Run 1, routing congestion:
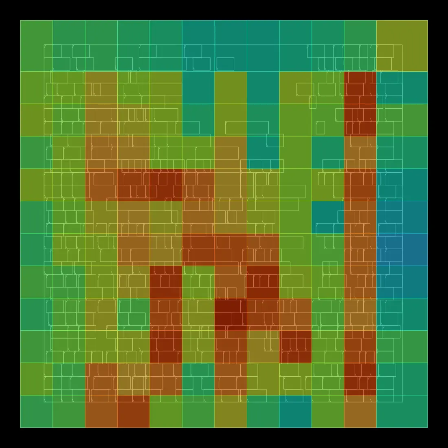
Run 1, logic cells by family:
Scale: 6 px per um.
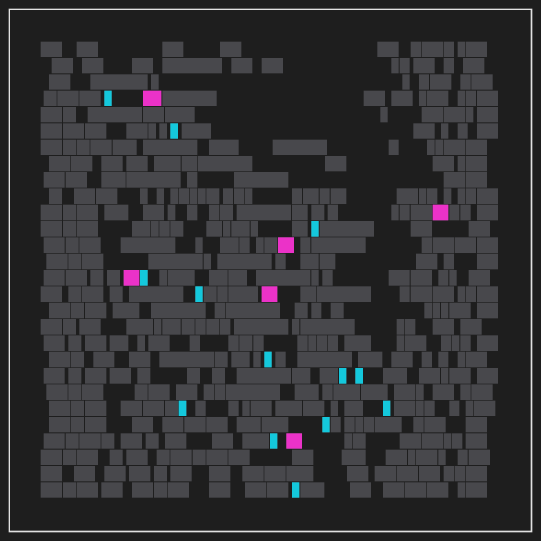
Run 1, met2 routing:
Scale: 3 px per um. Cells faint in the background.
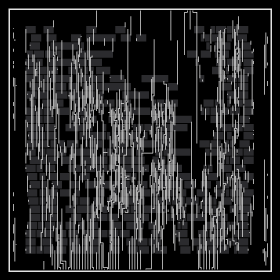
Run 1, cell sizes after repair:
Scale: 6 px per um.
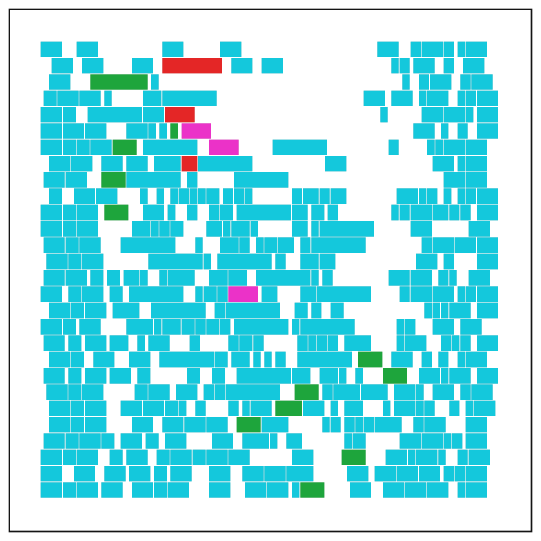
## config.mk

```make
export PLATFORM = sky130hd
export DESIGN_NAME = imem_load_ctrl_flat
export DESIGN_NICKNAME = d
export VERILOG_FILES = /design/src/rtl/imem_load_ctrl_pkg.sv /design/src/rtl/imem_load_ctrl_if.sv /design/src/rtl/imem_wr_seq.sv /design/src/rtl/imem_load_ctrl.sv /design/src/flat_wrapper.sv
export SDC_FILE = /design/constraint.sdc
export NUM_CORES = 1
export LEC_CHECK = 0
export CORE_MARGIN = 5
export CORE_UTILIZATION = 36
export DETAILED_ROUTE_END_ITERATION = 6
export GPL_ROUTABILITY_DRIVEN = 0
export PLACE_DENSITY = 0.87
export SKIP_CTS_REPAIR_TIMING = 1
export SYNTH_ARGS = -nofsm -noshare
export SYNTH_HDL_FRONTEND = slang
export SYNTH_SLANG_ARGS = --single-unit
export TNS_END_PERCENT = 5
```

## constraint.sdc

```tcl
create_clock -name clk -period 5.9 [get_ports clk]
set_clock_uncertainty 0.15 [all_clocks]
set_input_delay 0.885 -clock clk [delete_from_list [all_inputs] [get_ports clk]]
set_output_delay 0.885 -clock clk [all_outputs]
set_load 0.05 [all_outputs]
```

## src/rtl/imem_load_ctrl_pkg.sv

```systemverilog
// Shared types and constants for the instruction memory load controller.
// Processor-wide widths, FSM encodings and the fetch filler word.
package imem_load_ctrl_pkg;

  localparam int PKG_ADDR_W = 10;
  localparam int PKG_DATA_W = 32;

  typedef enum logic [1:0] {
    ST_LOAD = 2'd0,
    ST_DONE = 2'd1,
    ST_RUN  = 2'd2
  } state_t;

  localparam logic [31:0] NOP_INSTR = 32'h0000_0000;

endpackage

```

## src/rtl/imem_load_ctrl_if.sv

```systemverilog
// Loader, fetch, memory and status bundle of the load controller.
// slave = controller side, master = surrounding system side.
interface imem_load_ctrl_if
  import imem_load_ctrl_pkg::*;
#(
  parameter int ADDR_W = PKG_ADDR_W,
  parameter int DATA_W = PKG_DATA_W
);

  logic              ld_valid;
  logic [DATA_W-1:0] ld_data;
  logic              ld_last;
  logic              ld_ready;
  logic              reload;
  logic [ADDR_W-1:0] fetch_addr;
  logic [DATA_W-1:0] fetch_instr;
  logic              fetch_oob;
  logic              cpu_stall;
  logic [ADDR_W-1:0] mem_addr;
  logic              mem_we;
  logic [DATA_W-1:0] mem_wdata;
  logic [DATA_W-1:0] mem_rdata;
  logic [ADDR_W:0]   loaded_count;
  logic [1:0]        state_o;

  modport slave (
    input  ld_valid, ld_data, ld_last, reload,
    input  fetch_addr, mem_rdata,
    output ld_ready, fetch_instr, fetch_oob, cpu_stall,
    output mem_addr, mem_we, mem_wdata,
    output loaded_count, state_o
  );

  modport master (
    output ld_valid, ld_data, ld_last, reload,
    output fetch_addr, mem_rdata,
    input  ld_ready, fetch_instr, fetch_oob, cpu_stall,
    input  mem_addr, mem_we, mem_wdata,
    input  loaded_count, state_o
  );

endinterface

```

## src/rtl/imem_wr_seq.sv

```systemverilog
// Write pointer and program length tracking for the loader.
// Flags the handshake that ends loading (last word or memory full).
module imem_wr_seq #(
  parameter int ADDR_W = 10,
  parameter int DEPTH  = 1024
) (
  input  logic              clk,
  input  logic              reset,
  input  logic              wr,
  input  logic              last,
  input  logic              clear,
  output logic [ADDR_W-1:0] wptr,
  output logic [ADDR_W:0]   count,
  output logic              done
);

  logic full;

  assign full = (wptr == ADDR_W'(DEPTH - 1));
  assign done = wr && (last || full);

  // Advance on each accepted word; wptr holds at the top slot.
  always_ff @(posedge clk or posedge reset) begin
    if (reset) begin
      wptr  <= '0;
      count <= '0;
    end else if (clear) begin
      wptr  <= '0;
      count <= '0;
    end else if (wr) begin
      count <= count + 1'b1;
      if (!full)
        wptr <= wptr + 1'b1;
    end
  end

endmodule

```

## src/rtl/imem_load_ctrl.sv

```systemverilog
// Shares the instruction memory port between program loader and fetch.
// Stalls the CPU while loading, then serves zero-latency fetches.
module imem_load_ctrl
  import imem_load_ctrl_pkg::*;
#(
  parameter int ADDR_W = PKG_ADDR_W,
  parameter int DATA_W = PKG_DATA_W,
  parameter int DEPTH  = 1 << ADDR_W
) (
  input logic            clk,
  input logic            reset,
  imem_load_ctrl_if.slave bus
);

  state_t            state;
  logic              ld_ready;
  logic              cpu_stall;
  logic              hs;
  logic              clear;
  logic              done;
  logic              in_range;
  logic [ADDR_W-1:0] wptr;
  logic [ADDR_W:0]   count;

  assign hs       = (state == ST_LOAD) && bus.ld_valid && ld_ready;
  assign clear    = (state == ST_RUN) && bus.reload;
  assign in_range = ({1'b0, bus.fetch_addr} < count);

  imem_wr_seq #(
    .ADDR_W (ADDR_W),
    .DEPTH  (DEPTH)
  ) u_wr_seq (
    .clk   (clk),
    .reset (reset),
    .wr    (hs),
    .last  (bus.ld_last),
    .clear (clear),
    .wptr  (wptr),
    .count (count),
    .done  (done)
  );

  // FSM with registered handshake-ready and stall outputs.
  always_ff @(posedge clk or posedge reset) begin
    if (reset) begin
      state     <= ST_LOAD;
      ld_ready  <= 1'b0;
      cpu_stall <= 1'b1;
    end else begin
      case (state)
        ST_LOAD: begin
          cpu_stall <= 1'b1;
          if (done) begin
            state    <= ST_DONE;
            ld_ready <= 1'b0;
          end else begin
            ld_ready <= 1'b1;
          end
        end
        ST_DONE: begin
          state     <= ST_RUN;
          ld_ready  <= 1'b0;
          cpu_stall <= 1'b0;
        end
        ST_RUN: begin
          if (bus.reload) begin
            state     <= ST_LOAD;
            ld_ready  <= 1'b1;
            cpu_stall <= 1'b1;
          end else begin
            ld_ready  <= 1'b0;
            cpu_stall <= 1'b0;
          end
        end
        default: begin
          state     <= ST_LOAD;
          ld_ready  <= 1'b1;
          cpu_stall <= 1'b1;
        end
      endcase
    end
  end

  // Memory port mux: loader writes in LOAD, fetch reads in RUN.
  always_comb begin
    bus.mem_we      = 1'b0;
    bus.mem_addr    = wptr;
    bus.mem_wdata   = '0;
    bus.fetch_instr = DATA_W'(NOP_INSTR);
    bus.fetch_oob   = 1'b0;
    case (state)
      ST_LOAD: begin
        if (hs) begin
          bus.mem_we    = 1'b1;
          bus.mem_wdata = bus.ld_data;
        end
      end
      ST_RUN: begin
        bus.mem_addr = bus.fetch_addr;
        if (in_range)
          bus.fetch_instr = bus.mem_rdata;
        else
          bus.fetch_oob = 1'b1;
      end
      default: ;
    endcase
  end

  assign bus.ld_ready     = ld_ready;
  assign bus.cpu_stall    = cpu_stall;
  assign bus.loaded_count = count;
  assign bus.state_o      = state;

endmodule
```

## src/flat_wrapper.sv

```systemverilog
// flat-port wrapper written by rule: the top's interface ports become plain ports
module imem_load_ctrl_flat import imem_load_ctrl_pkg::*;
#(
  parameter int ADDR_W = PKG_ADDR_W,
  parameter int DATA_W = PKG_DATA_W,
  parameter int DEPTH  = 1 << ADDR_W
)
  (clk, reset, bus_ld_valid, bus_ld_data, bus_ld_last, bus_reload, bus_fetch_addr, bus_mem_rdata, bus_ld_ready, bus_fetch_instr, bus_fetch_oob, bus_cpu_stall, bus_mem_addr, bus_mem_we, bus_mem_wdata, bus_loaded_count, bus_state_o);
  imem_load_ctrl_if #(.ADDR_W(ADDR_W), .DATA_W(DATA_W)) bus_i ();
  input logic clk;
  input logic reset;
  input wire logic [$bits(bus_i.ld_valid)-1:0] bus_ld_valid;
  input wire logic [$bits(bus_i.ld_data)-1:0] bus_ld_data;
  input wire logic [$bits(bus_i.ld_last)-1:0] bus_ld_last;
  input wire logic [$bits(bus_i.reload)-1:0] bus_reload;
  input wire logic [$bits(bus_i.fetch_addr)-1:0] bus_fetch_addr;
  input wire logic [$bits(bus_i.mem_rdata)-1:0] bus_mem_rdata;
  output wire logic [$bits(bus_i.ld_ready)-1:0] bus_ld_ready;
  output wire logic [$bits(bus_i.fetch_instr)-1:0] bus_fetch_instr;
  output wire logic [$bits(bus_i.fetch_oob)-1:0] bus_fetch_oob;
  output wire logic [$bits(bus_i.cpu_stall)-1:0] bus_cpu_stall;
  output wire logic [$bits(bus_i.mem_addr)-1:0] bus_mem_addr;
  output wire logic [$bits(bus_i.mem_we)-1:0] bus_mem_we;
  output wire logic [$bits(bus_i.mem_wdata)-1:0] bus_mem_wdata;
  output wire logic [$bits(bus_i.loaded_count)-1:0] bus_loaded_count;
  output wire logic [$bits(bus_i.state_o)-1:0] bus_state_o;
  assign bus_i.ld_valid = bus_ld_valid;
  assign bus_i.ld_data = bus_ld_data;
  assign bus_i.ld_last = bus_ld_last;
  assign bus_i.reload = bus_reload;
  assign bus_i.fetch_addr = bus_fetch_addr;
  assign bus_i.mem_rdata = bus_mem_rdata;
  assign bus_ld_ready = bus_i.ld_ready;
  assign bus_fetch_instr = bus_i.fetch_instr;
  assign bus_fetch_oob = bus_i.fetch_oob;
  assign bus_cpu_stall = bus_i.cpu_stall;
  assign bus_mem_addr = bus_i.mem_addr;
  assign bus_mem_we = bus_i.mem_we;
  assign bus_mem_wdata = bus_i.mem_wdata;
  assign bus_loaded_count = bus_i.loaded_count;
  assign bus_state_o = bus_i.state_o;
  imem_load_ctrl #(.ADDR_W(ADDR_W), .DATA_W(DATA_W), .DEPTH(DEPTH)) u_core (.clk(clk), .reset(reset), .bus(bus_i));
endmodule
```

==> impl_metrics.env, run 1 <==
# flow metrics
export IMPL_syn_area_um2=2123
export IMPL_buf_share=0.4343
export IMPL_ios=170
export IMPL_synth_warning_count=0
export IMPL_synth_distinct_cells=37
export IMPL_edf_count=0
export IMPL_final_cell_mix="clkdlybuf4s50_1, nand2_1, nor3_1, and2_1, dfrtp_1"
export IMPL_power_density_nw_per_um2=292.2
export IMPL_fp_coreArea_um2=5816
export IMPL_non_clock_inverter_count=13
export IMPL_grt_busiest_layer="met2"
export IMPL_combGateArea_um2=1385
export IMPL_compound_area_frac=0.1102
export IMPL_regMostFlops="u_core.u_wr_seq.count"
export IMPL_worst_path_stages=7
export IMPL_place_area_um2=3846
export IMPL_post_synth_top_count_cell="nand2_1"
export IMPL_dieArea_um2=7534
export IMPL_share_comb_of_total_power=0.678
export IMPL_rsz0062_at_grt="no"
export IMPL_r2r_start="u_core.bus.state_o[1]$_DFFE_PP0P_"
export IMPL_cts_root_buf="clkbuf_8"
export IMPL_dp_hpwl_um=6726
export IMPL_ys_sh_simple=0.3930
export IMPL_fp_nets=372
export IMPL_power_frac_seq=0.230
export IMPL_path_clk_slew_ns=0.08
export IMPL_warning_count=26
export IMPL_worstPathCellList="clkdlybuf4s50_1 > ha_1 > and4b_1 > nand2_1 > o22ai_2 > o21a_1 > clkdlybuf4s50_1"
export IMPL_antenna_found_initial=0
export IMPL_intPower_uw=538.7
export IMPL_fp_dieH_um=86.80
export IMPL_status="finished clean"
export IMPL_whs_path_depth=1
export IMPL_r2r_setup_slack_ns=3.46
export IMPL_antenna_left=0
export IMPL_post_route_period_util=0.8346
export IMPL_required_ns=4.87
export IMPL_placedCellCount=507
export IMPL_flop_count=25
Notes on 'routing congestion' above:
post-layout util: 0.6698
aggregate global-route resource usage: 0.2169

Notes on 'logic cells by family' above:
- magenta: non-inverting ao/oa cells (cells 6; where centre)
- cyan: inv cells (cells 13)
highest-count logic cell in the final layout: clkdlybuf4s50_1
multi-input combinational area share: 0.3556

Notes on 'met2 routing' above:
- longest straight run: 43.7 um
- nets with wire on the layer: 440
- main direction: vertical
total number of vias: 2633
GR Layer Usage met2: 0.4044
Post-Route WL: 8219 um

Notes on 'cell sizes after repair' above:
- green: _2 cells (cells 12; share 2.8%)
- red: _3 and _4 cells (cells 3; share 0.69%)
- cyan: _0 and _1 cells (cells 418; share 96%)
- magenta: _6 and larger (cells 3; share 0.69%)
Non-CTS buffers: 169
synthesis-to-finish area growth: 83.44%
Final Cell Area: 3895 um2
Final WS setup: 0.9758 ns

## Run 2: what changed since run 1
- CORE_UTILIZATION: 36 -> 30
- PLACE_DENSITY: 0.87 -> 0.77
- clock period: 5.9 -> 4.3 ns (I/O delays scaled with it)
==> impl_metrics.env, run 2 <==
# flow metrics
export IMPL_flop_count=25
export IMPL_buf_share=0.4298
export IMPL_status="finished clean"
export IMPL_layout_top_cell="clkdlybuf4s50_1"
export IMPL_placedCellCount=531
export IMPL_intPower_uw=743.1
export IMPL_whs_path_depth=1
export IMPL_grt_use_met2=0.2992
export IMPL_power_density_nw_per_um2=399.3
export IMPL_final_core_util=0.5736
export IMPL_wirelength_um=7936
export IMPL_regMostFlops="u_core.u_wr_seq.count"
export IMPL_dp_hpwl_um=6459
export IMPL_compound_area_frac=0.1102
export IMPL_area_growth_pct=84.56
export IMPL_ys_sh_simple=0.3930
export IMPL_path_clk_slew_ns=0.09
export IMPL_synth_warning_count=0
export IMPL_fp_coreArea_um2=6832
export IMPL_final_cell_mix="clkdlybuf4s50_1, nand2_1, nor3_1, and2_1, dfrtp_1"
export IMPL_synth_distinct_cells=37
export IMPL_worst_path_stages=7
export IMPL_fin_area_um2=3919
export IMPL_n_all_buffers=172
export IMPL_post_synth_top_count_cell="nand2_1"
export IMPL_antenna_found_initial=0
export IMPL_antenna_left=0
export IMPL_share_comb_of_total_power=0.681
export IMPL_rsz0062_at_grt="no"
export IMPL_cts_root_buf="clkbuf_8"
export IMPL_combGateArea_um2=1393
export IMPL_dieArea_um2=8860
export IMPL_r2r_setup_slack_ns=1.91
Run 2, logic cells by family:
Scale: 4 px per um.
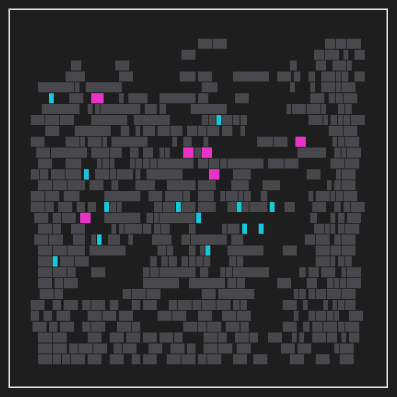
- cyan: inv cells (cells 13)
- magenta: non-inverting ao/oa cells (cells 6)
final non-filler cell total: 535
multi-input combinational area share: 0.3554

